File: config.mk
export PLATFORM = sky130hd
export DESIGN_NAME = package_feeder
export DESIGN_NICKNAME = d
export VERILOG_FILES = /design/src/rtl/package_feeder.sv
export SDC_FILE = /design/constraint.sdc
export NUM_CORES = 1
export LEC_CHECK = 0
export CAP_MARGIN = 25
export CELL_PAD_IN_SITES_DETAIL_PLACEMENT = 0
export CELL_PAD_IN_SITES_GLOBAL_PLACEMENT = 1
export CORE_MARGIN = 2
export CORE_UTILIZATION = 49
export DETAILED_ROUTE_END_ITERATION = 16
export GPL_TIMING_DRIVEN = 0
export HOLD_SLACK_MARGIN = 0.06
export PLACE_DENSITY = 0.91
export SETUP_SLACK_MARGIN = 0.4
export SYNTH_ARGS = -nofsm -noshare
export SYNTH_HDL_FRONTEND = slang
export SYNTH_SLANG_ARGS = --single-unit
File: constraint.sdc
create_clock -name clk -period 4.7 [get_ports clk]
set_clock_uncertainty 0.2 [all_clocks]
set_input_delay 1.175 -clock clk [delete_from_list [all_inputs] [get_ports clk]]
set_output_delay 1.175 -clock clk [all_outputs]
set_load 0.02 [all_outputs]
File: src/rtl/package_feeder.sv
// Transmit side of the package-weight bus: a small FIFO feeding a HOLD/GAP framer
// that drives each nonzero weight for HOLD cycles followed by GAP cycles of zero.
module package_feeder #(
    parameter int DEPTH = 4,
    parameter int HOLD  = 2,
    parameter int GAP   = 1
) (
    input  logic        clk,
    input  logic        reset,
    input  logic [11:0] in_weight,
    input  logic        in_valid,
    output logic        in_ready,
    output logic [11:0] weight,
    output logic        pkt_start,
    output logic        busy,
    output logic [7:0]  sent_count,
    output logic        err_zero
);

    localparam int AW    = (DEPTH > 1) ? $clog2(DEPTH) : 1;
    localparam int MAXHG = (HOLD > GAP) ? HOLD : GAP;
    localparam int CW    = (MAXHG > 1) ? $clog2(MAXHG) : 1;
    localparam logic [CW-1:0] HOLD_LD = CW'(HOLD - 1);
    localparam logic [CW-1:0] GAP_LD  = CW'(GAP - 1);
    localparam logic [AW:0]   FULL_CNT = (AW + 1)'(DEPTH);

    typedef enum logic [1:0] {
        ST_IDLE = 2'd0,
        ST_HOLD = 2'd1,
        ST_GAP  = 2'd2
    } state_t;

    logic [11:0]   mem_r [DEPTH];
    logic [AW-1:0] wr_ptr_r, rd_ptr_r;
    logic [AW:0]   count_r;
    state_t        state_r, state_s;
    logic [CW-1:0] cnt_r, cnt_s;
    logic [11:0]   weight_r, weight_s;
    logic          pkt_start_r, pkt_start_s;
    logic [7:0]    sent_r, sent_s;
    logic          err_zero_r;
    logic          full_s, empty_s, accept_s, push_s, pop_s, launch_s;

    assign full_s   = (count_r == FULL_CNT);
    assign empty_s  = (count_r == {(AW + 1){1'b0}});
    assign in_ready = !full_s && !reset;
    assign accept_s = in_valid && in_ready;
    // Zero is the bus separator, so it is never enqueued.
    assign push_s   = accept_s && (in_weight != 12'd0);

    assign weight     = weight_r;
    assign pkt_start  = pkt_start_r;
    assign sent_count = sent_r;
    assign err_zero   = err_zero_r;
    assign busy       = (state_r != ST_IDLE) || !empty_s;

    // FIFO storage; no reset needed since occupancy gates every read.
    always_ff @(posedge clk) begin
        if (push_s) begin
            mem_r[wr_ptr_r] <= in_weight;
        end
    end

    // FIFO pointers and occupancy.
    always_ff @(posedge clk) begin
        if (reset) begin
            wr_ptr_r <= {AW{1'b0}};
            rd_ptr_r <= {AW{1'b0}};
            count_r  <= {(AW + 1){1'b0}};
        end else begin
            if (push_s) begin
                wr_ptr_r <= wr_ptr_r + AW'(1);
            end
            if (pop_s) begin
                rd_ptr_r <= rd_ptr_r + AW'(1);
            end
            case ({push_s, pop_s})
                2'b10:   count_r <= count_r + (AW + 1)'(1);
                2'b01:   count_r <= count_r - (AW + 1)'(1);
                default: count_r <= count_r;
            endcase
        end
    end

    // Framer next-state and bus outputs.
    always_comb begin
        state_s     = state_r;
        cnt_s       = cnt_r;
        weight_s    = weight_r;
        pkt_start_s = 1'b0;
        sent_s      = sent_r;
        pop_s       = 1'b0;
        launch_s    = 1'b0;
        case (state_r)
            ST_IDLE: begin
                weight_s = 12'd0;
                if (!empty_s) begin
                    launch_s = 1'b1;
                end else begin
                    state_s = ST_IDLE;
                end
            end
            ST_HOLD: begin
                if (cnt_r == {CW{1'b0}}) begin
                    weight_s = 12'd0;
                    cnt_s    = GAP_LD;
                    state_s  = ST_GAP;
                end else begin
                    cnt_s = cnt_r - CW'(1);
                end
            end
            ST_GAP: begin
                weight_s = 12'd0;
                if (cnt_r != {CW{1'b0}}) begin
                    cnt_s = cnt_r - CW'(1);
                end else if (!empty_s) begin
                    launch_s = 1'b1;
                end else begin
                    state_s = ST_IDLE;
                end
            end
            default: begin
                weight_s = 12'd0;
                state_s  = ST_IDLE;
            end
        endcase
        // A launch from IDLE or from the last GAP cycle is identical.
        if (launch_s) begin
            pop_s       = 1'b1;
            weight_s    = mem_r[rd_ptr_r];
            cnt_s       = HOLD_LD;
            pkt_start_s = 1'b1;
            sent_s      = sent_r + 8'd1;
            state_s     = ST_HOLD;
        end else begin
            pop_s = 1'b0;
        end
    end

    // Framer registers and registered error pulse.
    always_ff @(posedge clk) begin
        if (reset) begin
            state_r     <= ST_IDLE;
            cnt_r       <= {CW{1'b0}};
            weight_r    <= 12'd0;
            pkt_start_r <= 1'b0;
            sent_r      <= 8'd0;
            err_zero_r  <= 1'b0;
        end else begin
            state_r     <= state_s;
            cnt_r       <= cnt_s;
            weight_r    <= weight_s;
            pkt_start_r <= pkt_start_s;
            sent_r      <= sent_s;
            err_zero_r  <= accept_s && (in_weight == 12'd0);
        end
    end

endmodule

**Met3 routing**

Bar = 20 um.
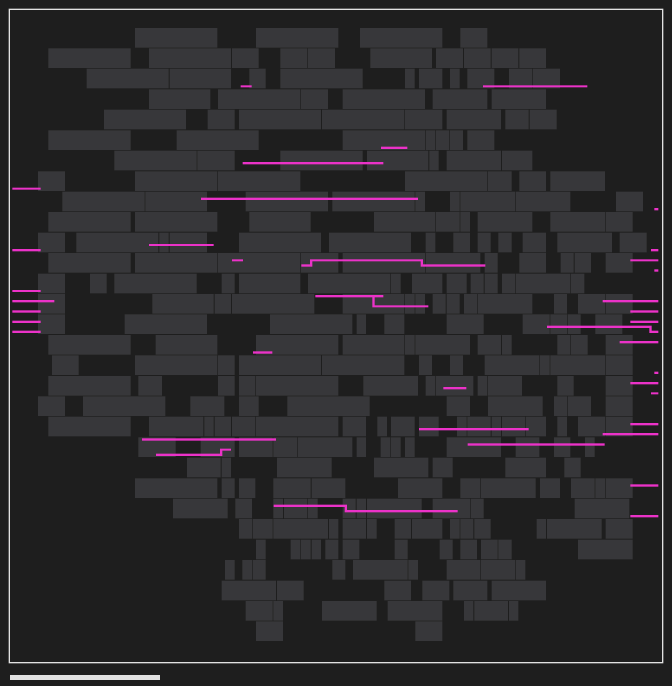
The layer holds 5.0% of the routed length. The wires run mostly horizontal.
Total Routed Length: 5.90 mm
DR vias: 2036
met3 Usage GRT: 0.0448

==> run notes <==
- worst setup slack after layout: 0.805 ns
- most frequently placed logic cell in the final layout: sky130_fd_sc_hd__edfxtp_1
- synth cell count leaders: sky130_fd_sc_hd__edfxtp_1, sky130_fd_sc_hd__dfxtp_1, sky130_fd_sc_hd__nand2_1
- count of final hold-check violations: 0
- Int Power: 1.42 mW
- setup repair after global routing missed its margin: false
- worst-path cell chain: clkdlybuf4s50_1 -> nor4_1 -> nand3_1 -> and2_1 -> inv_1 -> ha_1 -> inv_1 -> fa_1 -> xor2_1 -> or3_1 -> a21oi_1
- die height: 86.6 um
- proportion of synthesized chip area in sequential cells: 0.634
- Core Footprint: 6720 um^2
- drt first-iter violations: 71
- placer's final routability congestion estimate: 0.764
- top cell type's share of synthesized area: 0.431
- num ports: 39
- global route total overflow: 0
- FF-to-FF Start: state_r[0]$_SDFFE_PP0P_
- post-layout utilization of the core: 0.598
- die extent in x: 86.6 um
- layout overhead on the synthesized area: 20.0%
- Worst-Margin Slew: 0.655 ns
- Net Sw Frac: 0.336
- clock-pin transition on the worst setup and hold timing paths: 0.09 ns
- total power divided by cell area: 534 nW/um^2
- Chip Area: 7510 um^2
- result of the run: finished, final reports clean
- most used cell along the critical path: sky130_fd_sc_hd__inv_1
- initial antenna violation count: 0
- Routed wire per std cell: 15.8 um
- worst voltage drop across the vdd grid: 218 uV
- DP Area: 3820 um^2
- static leakage: 1.34 nW
**Metal 2**

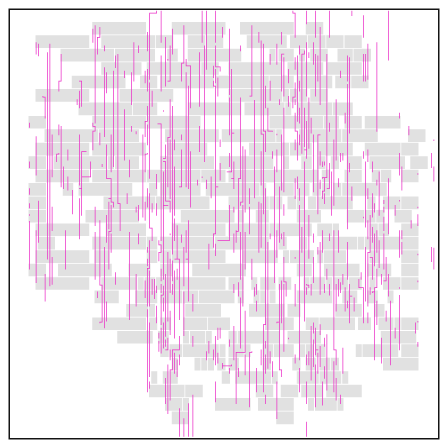
The layer carries 2920 um of wire. The wires run mostly vertical. The longest straight run is 49.0 um. The layer holds 49% of the routed length.
met2 layer usage reported by global route: 0.272

==> sequential cells by signal, summed over array words and instances (netlist names), named ones only <==
register	count
cnt_r	1
count_r	3
err_zero	1
mem_r	48
pkt_start	1
rd_ptr_r	2
sent_count	8
state_r	2
weight	12
wr_ptr_r	2
==> worst min path at each step <==
stage                                  from                 endpoint  slack (ns)  depth (start not counted)
floorplan                cnt_r$_SDFFE_PP0P_       cnt_r$_SDFFE_PP0P_        0.26                          2
global placement    weight[10]$_SDFFE_PP0P_  weight[10]$_SDFFE_PP0P_        0.26                          2
detailed placement  weight[10]$_SDFFE_PP0P_  weight[10]$_SDFFE_PP0P_        0.26                          2
CTS                 weight[10]$_SDFFE_PP0P_  weight[10]$_SDFFE_PP0P_        0.27                          2
global route         weight[9]$_SDFFE_PP0P_   weight[9]$_SDFFE_PP0P_        0.29                          2
finish              weight[10]$_SDFFE_PP0P_  weight[10]$_SDFFE_PP0P_        0.27                          2
==> metal layers <==
metal,track usage,wire length [um]
met2,0.272,2920
met4,0.0881,63
met1,0.220,2630
met5,0,0
met3,0.0448,293
==> layout make-up <==
| type | instances | area, um^2 |
|---|---|---|
| Tap cell | 80 | 100 |
| Clock inverter | 7 | 75.1 |
| Buffer | 11 | 68.8 |
| Fill cell | 518 | 2700 |
| Sequential cell | 82 | 2120 |
| Timing Repair Buffer | 37 | 370 |
| Clock buffer | 9 | 124 |
| Inverter | 10 | 40.0 |
| Multi-Input combinational cell | 138 | 1120 |
==> power groups by stage <==
stage / Combinational, mW / Clock [mW] / Sequential, mW
after floorplan: 0.473 / 0 / 0.967
after global placement: 0.719 / 0 / 0.930
after detailed placement: 0.727 / 0 / 0.933
after CTS: 0.730 / 0.517 / 0.917
after global routing: 0.799 / 0.548 / 0.929
final: 0.719 / 0.508 / 0.917
No activity file was given, so power comes from the tool's default toggle rates.
